===== src/rtl/gpio_tx_pkg.sv =====
// gpio_tx_pkg: shared types and default timing for the GPIO transmit driver.
//   gpio_tx_state_e : strobe sequencer states (IDLE, SETUP, HIGH, LOW)
//   DEF_*           : default parameter values used by gpio_tx_driver
//   max3            : helper for sizing the phase counter
package gpio_tx_pkg;

  typedef enum logic [1:0] {
    IDLE  = 2'b00,
    SETUP = 2'b01,
    HIGH  = 2'b10,
    LOW   = 2'b11
  } gpio_tx_state_e;

  localparam int DEF_WIDTH        = 32;
  localparam int DEF_FIFO_DEPTH   = 4;
  localparam int DEF_SETUP_CYCLES = 1;
  localparam int DEF_HIGH_CYCLES  = 5;
  localparam int DEF_LOW_CYCLES   = 5;

  function automatic int max3(input int a, input int b, input int c);
    int m;
    m = (a > b) ? a : b;
    return (m > c) ? m : c;
  endfunction

endpackage


===== src/rtl/gpio_tx_fifo.sv =====
// gpio_tx_fifo: synchronous word FIFO with async active-low reset.
//   clk, rst_n   : clock, asynchronous active-low reset
//   push, wdata  : write request and word (ignored when full)
//   pop, rdata   : read request (ignored when empty) and head word (show-ahead)
//   full, empty  : status derived from the registered pointers
//   level        : words currently buffered, 0..DEPTH
module gpio_tx_fifo #(
  parameter int WIDTH = 32,
  parameter int DEPTH = 4
) (
  input  logic                   clk,
  input  logic                   rst_n,
  input  logic                   push,
  input  logic [WIDTH-1:0]       wdata,
  input  logic                   pop,
  output logic [WIDTH-1:0]       rdata,
  output logic                   full,
  output logic                   empty,
  output logic [$clog2(DEPTH):0] level
);

  localparam int AW  = $clog2(DEPTH);
  localparam int AW1 = AW + 1;
  localparam logic [AW:0] DEPTH_L = AW1'(DEPTH);
  localparam logic [AW:0] ONE_L   = AW1'(1);
  localparam logic [AW:0] ZERO_L  = AW1'(0);

  logic [WIDTH-1:0] mem_r [DEPTH];
  logic [AW:0]      wr_ptr_r;
  logic [AW:0]      rd_ptr_r;
  logic             do_push_s;
  logic             do_pop_s;

  // The extra pointer bit makes the difference DEPTH when full and 0 when empty.
  assign level     = wr_ptr_r - rd_ptr_r;
  assign full      = (level == DEPTH_L);
  assign empty     = (level == ZERO_L);
  assign do_push_s = push && !full;
  assign do_pop_s  = pop && !empty;
  assign rdata     = mem_r[rd_ptr_r[AW-1:0]];

  // Pointer update; both may move in one cycle, leaving the level unchanged.
  always_ff @(posedge clk or negedge rst_n) begin
    if (!rst_n) begin
      wr_ptr_r <= ZERO_L;
      rd_ptr_r <= ZERO_L;
    end else begin
      if (do_push_s) begin
        wr_ptr_r <= wr_ptr_r + ONE_L;
      end
      if (do_pop_s) begin
        rd_ptr_r <= rd_ptr_r + ONE_L;
      end
    end
  end

  // Storage write; cleared on reset so discarded words never reappear.
  always_ff @(posedge clk or negedge rst_n) begin
    if (!rst_n) begin
      for (int i = 0; i < DEPTH; i++) begin
        mem_r[i] <= {WIDTH{1'b0}};
      end
    end else if (do_push_s) begin
      mem_r[wr_ptr_r[AW-1:0]] <= wdata;
    end
  end

endmodule


===== src/rtl/gpio_tx_driver.sv =====
// gpio_tx_driver: buffers words from the core and presents each on Gpio followed
// by one Ext_clk strobe (setup, high, low phases) for an external sampler.
//   Clk, Rst_n          : clock, asynchronous active-low reset
//   Data_in, Valid_in   : word offered by the core
//   Ready_out           : FIFO can take a word this cycle
//   Gpio, Ext_clk       : registered pad data and capture strobe
//   Busy                : words buffered or a strobe in progress
//   Fifo_level          : words currently buffered
module gpio_tx_driver
  import gpio_tx_pkg::*;
#(
  parameter int WIDTH        = DEF_WIDTH,
  parameter int FIFO_DEPTH   = DEF_FIFO_DEPTH,
  parameter int SETUP_CYCLES = DEF_SETUP_CYCLES,
  parameter int HIGH_CYCLES  = DEF_HIGH_CYCLES,
  parameter int LOW_CYCLES   = DEF_LOW_CYCLES
) (
  input  logic                        Clk,
  input  logic                        Rst_n,
  input  logic [WIDTH-1:0]            Data_in,
  input  logic                        Valid_in,
  output logic                        Ready_out,
  output logic [WIDTH-1:0]            Gpio,
  output logic                        Ext_clk,
  output logic                        Busy,
  output logic [$clog2(FIFO_DEPTH):0] Fifo_level
);

  localparam int CW = $clog2(max3(SETUP_CYCLES, HIGH_CYCLES, LOW_CYCLES) + 1);
  localparam logic [CW-1:0] SETUP_LD = CW'(SETUP_CYCLES - 1);
  localparam logic [CW-1:0] HIGH_LD  = CW'(HIGH_CYCLES - 1);
  localparam logic [CW-1:0] LOW_LD   = CW'(LOW_CYCLES - 1);
  localparam logic [CW-1:0] CNT_ZERO = CW'(0);
  localparam logic [CW-1:0] CNT_ONE  = CW'(1);

  gpio_tx_state_e   state_r, state_nxt_s;
  logic [CW-1:0]    cnt_r, cnt_nxt_s;
  logic [WIDTH-1:0] gpio_r, gpio_nxt_s;
  logic             ext_clk_r, ext_clk_nxt_s;
  logic             push_s, pop_s;
  logic             full_s, empty_s;
  logic [WIDTH-1:0] head_s;

  assign push_s    = Valid_in && !full_s;
  assign Ready_out = !full_s;
  assign Gpio      = gpio_r;
  assign Ext_clk   = ext_clk_r;
  assign Busy      = (state_r != IDLE) || !empty_s;

  gpio_tx_fifo #(
    .WIDTH (WIDTH),
    .DEPTH (FIFO_DEPTH)
  ) u_fifo (
    .clk   (Clk),
    .rst_n (Rst_n),
    .push  (push_s),
    .wdata (Data_in),
    .pop   (pop_s),
    .rdata (head_s),
    .full  (full_s),
    .empty (empty_s),
    .level (Fifo_level)
  );

  // Strobe sequencer: Gpio is only reloaded on a pop, which happens with Ext_clk low.
  always_comb begin
    state_nxt_s   = state_r;
    cnt_nxt_s     = cnt_r;
    gpio_nxt_s    = gpio_r;
    ext_clk_nxt_s = ext_clk_r;
    pop_s         = 1'b0;
    case (state_r)
      IDLE: begin
        if (!empty_s) begin
          pop_s         = 1'b1;
          gpio_nxt_s    = head_s;
          cnt_nxt_s     = SETUP_LD;
          ext_clk_nxt_s = 1'b0;
          state_nxt_s   = SETUP;
        end else begin
          state_nxt_s   = IDLE;
        end
      end
      SETUP: begin
        if (cnt_r == CNT_ZERO) begin
          ext_clk_nxt_s = 1'b1;
          cnt_nxt_s     = HIGH_LD;
          state_nxt_s   = HIGH;
        end else begin
          cnt_nxt_s     = cnt_r - CNT_ONE;
        end
      end
      HIGH: begin
        if (cnt_r == CNT_ZERO) begin
          ext_clk_nxt_s = 1'b0;
          cnt_nxt_s     = LOW_LD;
          state_nxt_s   = LOW;
        end else begin
          cnt_nxt_s     = cnt_r - CNT_ONE;
        end
      end
      LOW: begin
        if (cnt_r == CNT_ZERO) begin
          if (!empty_s) begin
            // Back-to-back: next word goes straight to SETUP without an IDLE cycle.
            pop_s       = 1'b1;
            gpio_nxt_s  = head_s;
            cnt_nxt_s   = SETUP_LD;
            state_nxt_s = SETUP;
          end else begin
            state_nxt_s = IDLE;
          end
        end else begin
          cnt_nxt_s     = cnt_r - CNT_ONE;
        end
      end
      default: begin
        ext_clk_nxt_s = 1'b0;
        cnt_nxt_s     = CNT_ZERO;
        state_nxt_s   = IDLE;
      end
    endcase
  end

  // Sequencer and pad registers; reset drops Ext_clk and Gpio immediately.
  always_ff @(posedge Clk or negedge Rst_n) begin
    if (!Rst_n) begin
      state_r   <= IDLE;
      cnt_r     <= CNT_ZERO;
      gpio_r    <= {WIDTH{1'b0}};
      ext_clk_r <= 1'b0;
    end else begin
      state_r   <= state_nxt_s;
      cnt_r     <= cnt_nxt_s;
      gpio_r    <= gpio_nxt_s;
      ext_clk_r <= ext_clk_nxt_s;
    end
  end

endmodule


===== config.mk =====
export PLATFORM = sky130hd
export DESIGN_NAME = gpio_tx_driver
export DESIGN_NICKNAME = d
export VERILOG_FILES = /design/src/rtl/gpio_tx_pkg.sv /design/src/rtl/gpio_tx_fifo.sv /design/src/rtl/gpio_tx_driver.sv
export SDC_FILE = /design/constraint.sdc
export NUM_CORES = 1
export LEC_CHECK = 0
export ABC_AREA = 1
export ABC_CLOCK_PERIOD_IN_PS = 3000
export CORE_MARGIN = 2
export CORE_UTILIZATION = 52
export DETAILED_ROUTE_END_ITERATION = 8
export PLACE_DENSITY = 0.79
export SLEW_MARGIN = 20
export SYNTH_ARGS = -nofsm -noshare
export SYNTH_HDL_FRONTEND = slang
export SYNTH_HIERARCHICAL = 1
export SYNTH_SLANG_ARGS = --single-unit

===== constraint.sdc =====
create_clock -name Clk -period 3 [get_ports Clk]
set_clock_uncertainty 0.2 [all_clocks]
set_input_delay 0.6 -clock Clk [delete_from_list [all_inputs] [get_ports Clk]]
set_output_delay 0.6 -clock Clk [all_outputs]
set_load 0.05 [all_outputs]

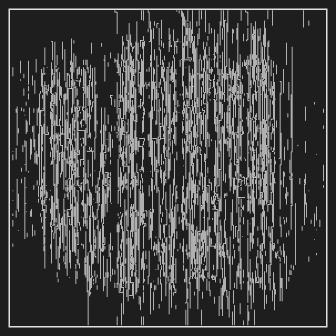
(run_1/layer_met2.png)
nets with wire on the layer: 820
main direction: vertical
longest straight run: 56.1 µm
wire length on this layer: 10600 µm
share of all routed wire: 48%
met2 usage: 0.421
via count: 7495
final wirelength: 22.4 mm

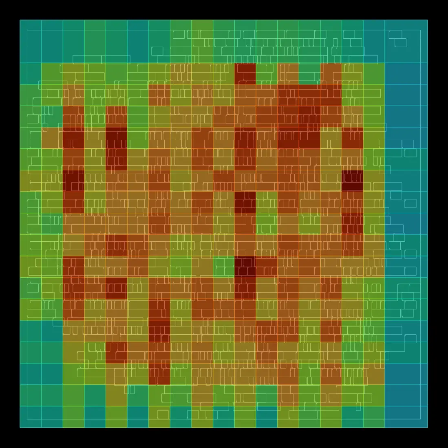
(run_1/congestion.png)
Global Route Usage Sum: 0.273
Top Usage Layer GRT: met2
met3 Usage GRT: 0.0515
grt met1 use: 0.386
drt wl/cell: 17.4 µm

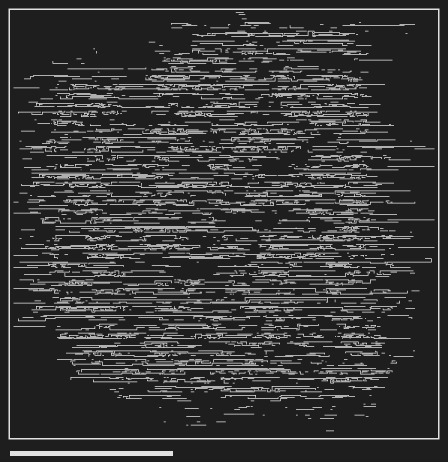
(run_1/layer_met1.png)
The bar under the picture is 50 µm long.
share of all routed wire: 42%
main direction: horizontal
wire length on this layer: 9470 µm
longest straight run: 48.8 µm

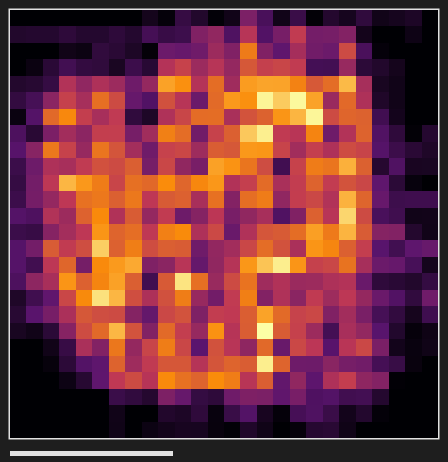
(run_1/metal_density.png)
The bar under the picture is 50 µm long. 26 x 26 tiles, from black (low) to pale yellow (high), scaled to the fullest tile. Values are wire area over tile area, all layers added.
tiles over half the peak: 34%
fullest tile: 0.59
nearly empty tiles: 12%
mean over tiles: 0.21

==> Changelog: implementation, run 1 <==
### Implementation results

* Top-count cell post-synth: nand2_1
* WHS Endpoint: u_fifo/mem_r[59]$_DFFE_PN0P_
* Routability cong. at 0.791
* Worst Min Path Start: u_fifo/mem_r[59]$_DFFE_PN0P_
* Status: finished, final reports clean
* Non-clock buffers, area share at 0.114
* # diodes at 0
* Ys flop type: dfrtp_1
* Floorplan Nets at 1069
* Vias in the first global route at 6963
* Top cell excl fill/tap: nand2_1
* Final Non-Filler Cells at 1288
* Slew Viols, Final at 0
* Worst Path Max Fanout at 4
* TritonCTS Buffers at 17
* Worst Tran Pin Value at 0.716 ns
* Grt ovf at 0
* Synth warn at 6
* Unique cell types at 25
* CP Launch Type: flip-flop
* Setup TNS at 0 ns
* Cell count after synthesis at 1019
* Max Cap Viol at 0
* Synth Seq Share at 0.513
* Comb area share at 0.354
* R2R Setup Slk at 0.19 ns
* Setup slack at placement at 0.167 ns
* Top cells by count: nand2_1, dfrtp_1, nand4_1, nor2_1, o21ai_0
* Die Wd at 131 µm
* CTS tree: built
* Dominant cell type by area after synthesis: dfrtp_1
* RR Endpoint: u_fifo/rd_ptr_r[0]$_DFFE_PN0P_
* Fill cell count at 1328
* First-pass GRT wire length at 36.3 mm
* Setup crit end: Busy
* Layout cells sized above 1 at 0.0905
* Post-DP HPWL at 12.7 mm
* Buffers, non-clock at 110
* Chip Area, Yosys at 0.00840 mm²
* Worst-case reg-to-reg path depth at 13
* Fin nets at 1110
* Max-Slew Margin vs Limit at 0.523
## run 1: logic make-up (layout without fill, tap and decap cells)
kind of cell / after synthesis / in the layout / share of synthesized area
XOR/XNOR: 1 / 1 / 0.00104
adder cells (fa/ha/maj): 15 / 15 / 0.0232
AND/OR/NAND/NOR: 616 / 616 / 0.329
buffers and inverters: 114 / 167 / 0.0693
AND-OR/OR-AND: 101 / 101 / 0.0653
flip-flops: 172 / 172 / 0.513
## run 1: critical path, stage by stage, from the launching register on
cell,delay [ns]
dfrtp_1,0.36
inv_2,0.06
ha_2,0.18
fa_2,0.55
nand2_2,0.07
inv_2,0.10
nand3_4,0.10
inv_2,0.07
nand2_2,0.07
buf_12,0.15
## run 1: layer usage
| layer | track usage | wire [µm] |
|---|---|---|
| met2 | 0.421 | 10600 |
| met1 | 0.386 | 9470 |
| met3 | 0.0515 | 1820 |
| met4 | 0.108 | 459 |
| met5 | 0 | 0 |
## run 1: flip-flops by register name, indices dropped and copies added (netlist names)
name / count
Gpio: 32
u_fifo/mem_r: 128
u_fifo/wr_ptr_r: 3
u_fifo/rd_ptr_r: 3
state_r: 2
cnt_r: 3
Ext_clk: 1
## run 1: repair_timing
item,4_1_cts,5_1_grt
pin swaps,2,1
setup buffers,3,3
resized,11,1
endpoints found under the hold margin,19,0
endpoints found under the setup margin,2,5
hold buffers,1,0
## run 1: per-stage QoR
| step | utilization | hold slack (ns) | cell area, µm² |
|---|---|---|---|
| 6_report | 0.634 | 0.267 | 10000 |
| 5_1_grt | 0.634 | 0.285 | 10000 |
| 4_1_cts | 0.632 | 0.269 | 10000 |
| 3_5_place_dp | 0.587 | 0.253 | 9300 |
| 3_3_place_gp | 0.587 | 0.248 | 9300 |
| 2_1_floorplan | - | 0.104 | 8400 |
==> inputs of run 2 (changes only) <==
--- a/config.mk
+++ b/config.mk
@@ -7,6 +7,7 @@
 export LEC_CHECK = 0
 export ABC_AREA = 1
 export ABC_CLOCK_PERIOD_IN_PS = 3000
+export CAP_MARGIN = 20
 export CORE_MARGIN = 2
 export CORE_UTILIZATION = 52
 export DETAILED_ROUTE_END_ITERATION = 8
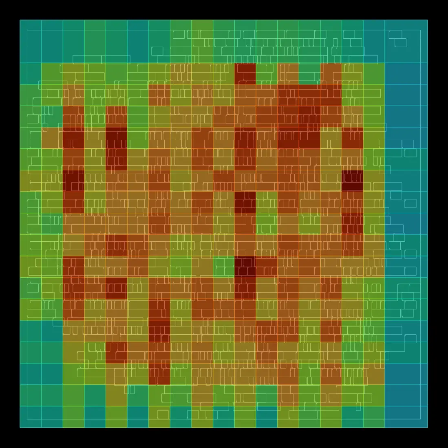
(run_2/congestion.png)
Final Core Density: 0.634

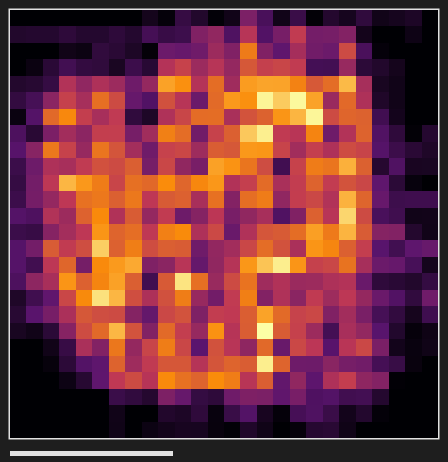
(run_2/metal_density.png)
The bar under the picture is 50 µm long. 26 x 26 tiles, from black (low) to pale yellow (high), scaled to the fullest tile. Values are wire area over tile area, all layers added.
tiles over half the peak: 34%
mean over tiles: 0.21
nearly empty tiles: 12%
fullest tile: 0.59

==> run 2 against run 1 <==
Effect of this change:
- utilization is the same
- global-route usage unchanged
- critical path type unchanged
- worst hold slack stayed put
- area after synthesis did not move
- highest routed layer unchanged
- cell count is the same
==> Changelog: implementation, run 2 <==
### Implementation results

* Post-DP Area at 0.00930 mm² (unchanged)
* Largest Register: u_fifo/mem_r
* Worst Path Arrival at 2.14 ns
* Grt ovf at 0 (unchanged)
* Fill cell count at 1328 (unchanged)
* Antenna Violating Nets Remaining at 0
* Top-count cell post-synth: nand2_1
* Global Route Usage Sum at 0.273 (unchanged)
* Post-DP HPWL at 12.7 mm (unchanged)
* Clk Latency, worst-skew pair at 0.43 ns
* Buffers from clock root to sink, at most at 2
* Chip Area, Yosys at 0.00840 mm² (unchanged)
* Worst Min Path Start: u_fifo/mem_r[59]$_DFFE_PN0P_
* First-pass GRT wire length at 36.3 mm (unchanged)
* Pre-antenna DRT Iters at 7
* Slew Viols, Final at 0 (unchanged)
* Vias/cell at 5.82
* Worst Path Max Fanout at 4 (unchanged)
* CP Launch Type: flip-flop
* Top cells by count: nand2_1, dfrtp_1, nand4_1, nor2_1, o21ai_0
* Max Cap Viol at 0 (unchanged)
* IO Count at 73
* Status: finished, final reports clean
* TritonCTS Buffers at 17 (unchanged)
* RR Endpoint: u_fifo/rd_ptr_r[0]$_DFFE_PN0P_
* Floorplan Nets at 1069 (unchanged)
* Cell area leaders: dfrtp_1, nand2_1, nand4_1, o21ai_0, nor2_1
* Final wirelength at 22.4 mm (unchanged)
* Synth Seq Share at 0.513 (unchanged)
* Worst-path clk slew at 0.06 ns
* R2R Setup Slk at 0.19 ns (about the same)
* Max-Slew Margin vs Limit at 0.523 (unchanged)
* Area grow syn2layout at 19.4%
* # DRC at 0
* Top cell area share at 0.513
* Initial antenna violation count at 0
* Final setup violation count at 0
* Design Area, Final at 0.0100 mm² (unchanged)
* Worst Tran Pin Value at 0.716 ns (unchanged)
* Drt wl/cell at 17.4 µm (unchanged)
* Die ar. at 0.0172 mm²
* Worst hold path depth at 2
* Setup crit end: Busy
* Worst-case reg-to-reg path depth at 13 (unchanged)
* Number of flip-flops under the largest register name at 128 (unchanged)
* Clk sinks at 172
* Most frequent cells in the layout: nand2_1, dfrtp_1, nand4_1
* Hold slack at 0.267 ns (unchanged)
* Unique cell types at 25 (unchanged)
* Critical path class: flip-flop to output pin
* Die Y at 131 µm
* Core area at 0.0158 mm²
* Crit end category: output pin
* FP Util at 0.531
* Setup TNS at 0 ns (unchanged)
* Cell count after synthesis at 1019 (unchanged)
* WHS Endpoint: u_fifo/mem_r[59]$_DFFE_PN0P_
* Dominant cell type by area after synthesis: dfrtp_1
* Synth async-reset ratio at 1.00
* # diodes at 0 (unchanged)
* IO Port Bufs at 72
* Fin nets at 1110 (unchanged)
* Worst r2r src: u_fifo/wr_ptr_r[0]$_DFFE_PN0P_
* Mean Syn Cell Area at 8.24 µm²
* Synth warn at 6 (unchanged)
* CTS tree: built
* Via count at 7495 (unchanged)
* Vias in the first global route at 6963 (unchanged)
* Fmax achieved at 340 MHz
* Routability cong. at 0.791 (unchanged)
* Crit path time final at 2.94 ns
* Layout cells sized above 1 at 0.0905 (unchanged)
* Top cell excl fill/tap: nand2_1
* Ys flop type: dfrtp_1
* CTS H-tree lvls at 4
* Die Wd at 131 µm (unchanged)
-- run 2: what timing repair did --
item,4_1_cts,5_1_grt
pin swaps,2,1
setup buffers,3,3
endpoints found under the hold margin,19,0
hold buffers,1,0
endpoints found under the setup margin,2,5
resized,11,1
-- run 2: final cells by class --
| cell class | instances | area (µm²) | share of cell area |
|---|---|---|---|
| inverter | 26 | 100 | 0.00998 |
| clock inverter | 9 | 156 | 0.0156 |
| tap | 216 | 270 | 0.0269 |
| sequential | 172 | 4310 | 0.429 |
| timing repair buffer | 110 | 1150 | 0.114 |
| clock buffer | 22 | 494 | 0.0493 |
| multi-input combinational | 733 | 3550 | 0.354 |
-- run 2: cells by family after synthesis --
family / synth area share
AND/OR/NAND/NOR: 0.329
flip-flops: 0.513
buffers and inverters: 0.0693
AND-OR/OR-AND: 0.0653
adder cells (fa/ha/maj): 0.0232
XOR/XNOR: 0.00104
-- run 2: critical path: stages (launching register included) --
cell and delay [ns]:
dfrtp_1 0.36, inv_2 0.06, ha_2 0.18, fa_2 0.55, nand2_2 0.07, inv_2 0.10
nand3_4 0.10, inv_2 0.07, nand2_2 0.07, buf_12 0.15
-- run 2: metrics by stage --
step                      utilization  cells  setup WS [ns]
final                           0.634   1288         0.0626
after global routing            0.634   1288       -0.00399
after CTS                       0.632   1285         0.0208
after detailed placement        0.587   1250          0.167
after global placement          0.587   1250          0.193
after floorplan                     -   1019        -0.0101
-- run 2: routing by layer --
metal,vias to the layer above,share of wire,track usage
met5,-,0,0
met4,0,0.020,0.108
met3,42,0.081,0.0515
met2,381,0.48,0.421
met1,3546,0.42,0.386
li1,3526,-,-
==> run_2/cell_density.png <==
The bar under the picture is 50 µm long. 13 x 13 tiles, from black (low) to pale yellow (high), 0 to 100% covered.
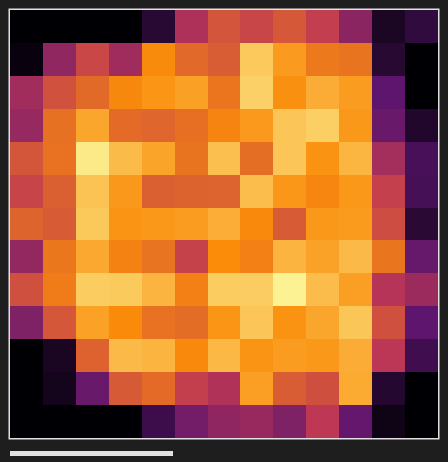

==> inputs of run 3 (changes only) <==
--- a/config.mk
+++ b/config.mk
@@ -12,6 +12,7 @@
 export CORE_UTILIZATION = 52
 export DETAILED_ROUTE_END_ITERATION = 8
 export PLACE_DENSITY = 0.79
+export SKIP_CTS_REPAIR_TIMING = 1
 export SLEW_MARGIN = 20
 export SYNTH_ARGS = -nofsm -noshare
 export SYNTH_HDL_FRONTEND = slang
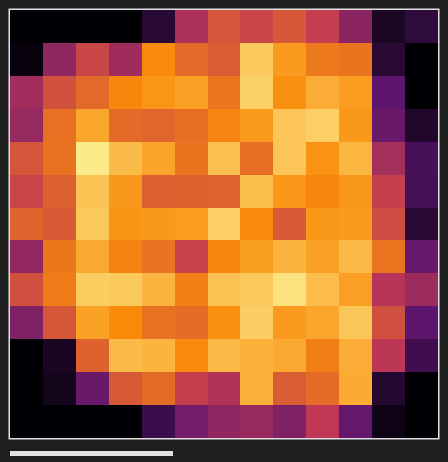
(run_3/cell_density.png)
The bar under the picture is 50 µm long. 13 x 13 tiles, from black (low) to pale yellow (high), 0 to 100% covered.
tiles over 75% full: 35%
fullest tile: 95%
nearly empty tiles: 8.3%
mean over tiles: 57%
emptiest ninth of the die: south-west
Final Core Density: 0.635
core area: 0.0158 mm²
FP Util: 0.531

==> run 3 against run 2 <==
Effect of this change:
- via count up 0.13%
- clock-buffer cell count unchanged
- cell count unchanged
- flip-flop count unchanged
- setup slack worse by 0.055 ns
- design area up 0.25%
- sequential share of layout area down 0.11 points
- register-to-register slack better by 0.06 ns
- synthesized cell count unchanged
- critical endpoint unchanged
- largest cell class unchanged
==> Changelog: implementation, run 3 <==
### Implementation results

* Status: finished, final reports clean
* # diodes at 0 (unchanged)
* Fmax achieved at 334 MHz (-1.9%)
* Pre-antenna DRT Iters at 8 (+1)
* Most frequent cells in the layout: nand2_1, dfrtp_1, nand4_1
* Antenna Violating Nets Remaining at 0 (unchanged)
* Worst hold path depth at 2 (unchanged)
* Worst-case reg-to-reg path depth at 15 (+2)
* Top cell excl fill/tap: nand2_1
* # DRC at 0 (unchanged)
* Layout cells sized above 1 at 0.0905 (unchanged)
* First-pass GRT wire length at 35.9 mm (-0.93%)
* Synth Seq Share at 0.513 (unchanged)
* CP bufs+invs at 4 (unchanged)
* Chip Area, Yosys at 0.00840 mm² (unchanged)
* Grt ovf at 0 (unchanged)
* CTS tree: built
* Crit path time final at 2.99 ns (+0.0554 ns)
* Critical path class: flip-flop to output pin
* Die Y at 131 µm (unchanged)
* RR Endpoint: u_fifo/mem_r[118]$_DFFE_PN0P_
* Routability cong. at 0.791 (unchanged)
* CP Launch Type: flip-flop
* IO Count at 73 (unchanged)
* WHS Endpoint: u_fifo/mem_r[77]$_DFFE_PN0P_
* Vias/cell at 5.83 (+0.13%)
* Drt wl/cell at 17.3 µm (-0.60%)
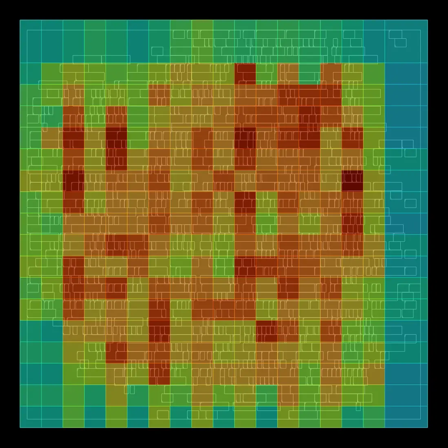
(run_3/congestion.png)
grt met1 use: 0.385
met3 Usage GRT: 0.0503
met2 usage: 0.416
Global Route Usage Sum: 0.271

-- run 3: cell counts after synthesis --
Identical to the previous run, type by type.
-- run 3: cell type report --
| type | count | share of cell area |
|---|---|---|
| tap | 216 | 0.0269 |
| multi-input combinational | 733 | 0.355 |
| timing repair buffer | 110 | 0.114 |
| clock inverter | 9 | 0.0156 |
| inverter | 26 | 0.0110 |
| sequential | 172 | 0.428 |
| clock buffer | 22 | 0.0492 |
-- run 3: logic make-up (layout without fill, tap and decap cells) --
group / after synthesis / in the layout / share of synthesized area
flip-flops: 172 / 172 / 0.513
buffers and inverters: 114 / 167 / 0.0693
AND-OR/OR-AND: 101 / 101 / 0.0653
AND/OR/NAND/NOR: 616 / 616 / 0.329
XOR/XNOR: 1 / 1 / 0.00104
adder cells (fa/ha/maj): 15 / 15 / 0.0232
-- run 3: routing by layer --
layer	track usage	vias to the layer above	share of wire
met4	0.105	0	0.022
met2	0.416	373	0.47
li1	-	3520	-
met1	0.385	3566	0.43
met3	0.0503	46	0.076
met5	0	-	0
-- run 3: metrics by stage --
step                worst slack (ns)  hold WS, ns  setup TNS (ns)  area (µm²)  instances
CTS                           -0.346       -0.194          -0.549        9950       1281
detailed placement             0.167        0.253               0        9300       1250
finish                       0.00715        0.266               0       10100       1288
global placement               0.193        0.248               0        9300       1250
floorplan                    -0.0101        0.104          -0.303        8400       1019
global route                 -0.0666        0.285         -0.0740       10100       1288
-- run 3: worst reg2reg max path, delay by kind of cell (launching register included) --
family / cells / cell delay (ns)
and+or+nand+nor: 8 / 0.94
buffers and inverters: 5 / 0.56
adders and majority gates: 2 / 0.53
DFF: 1 / 0.40
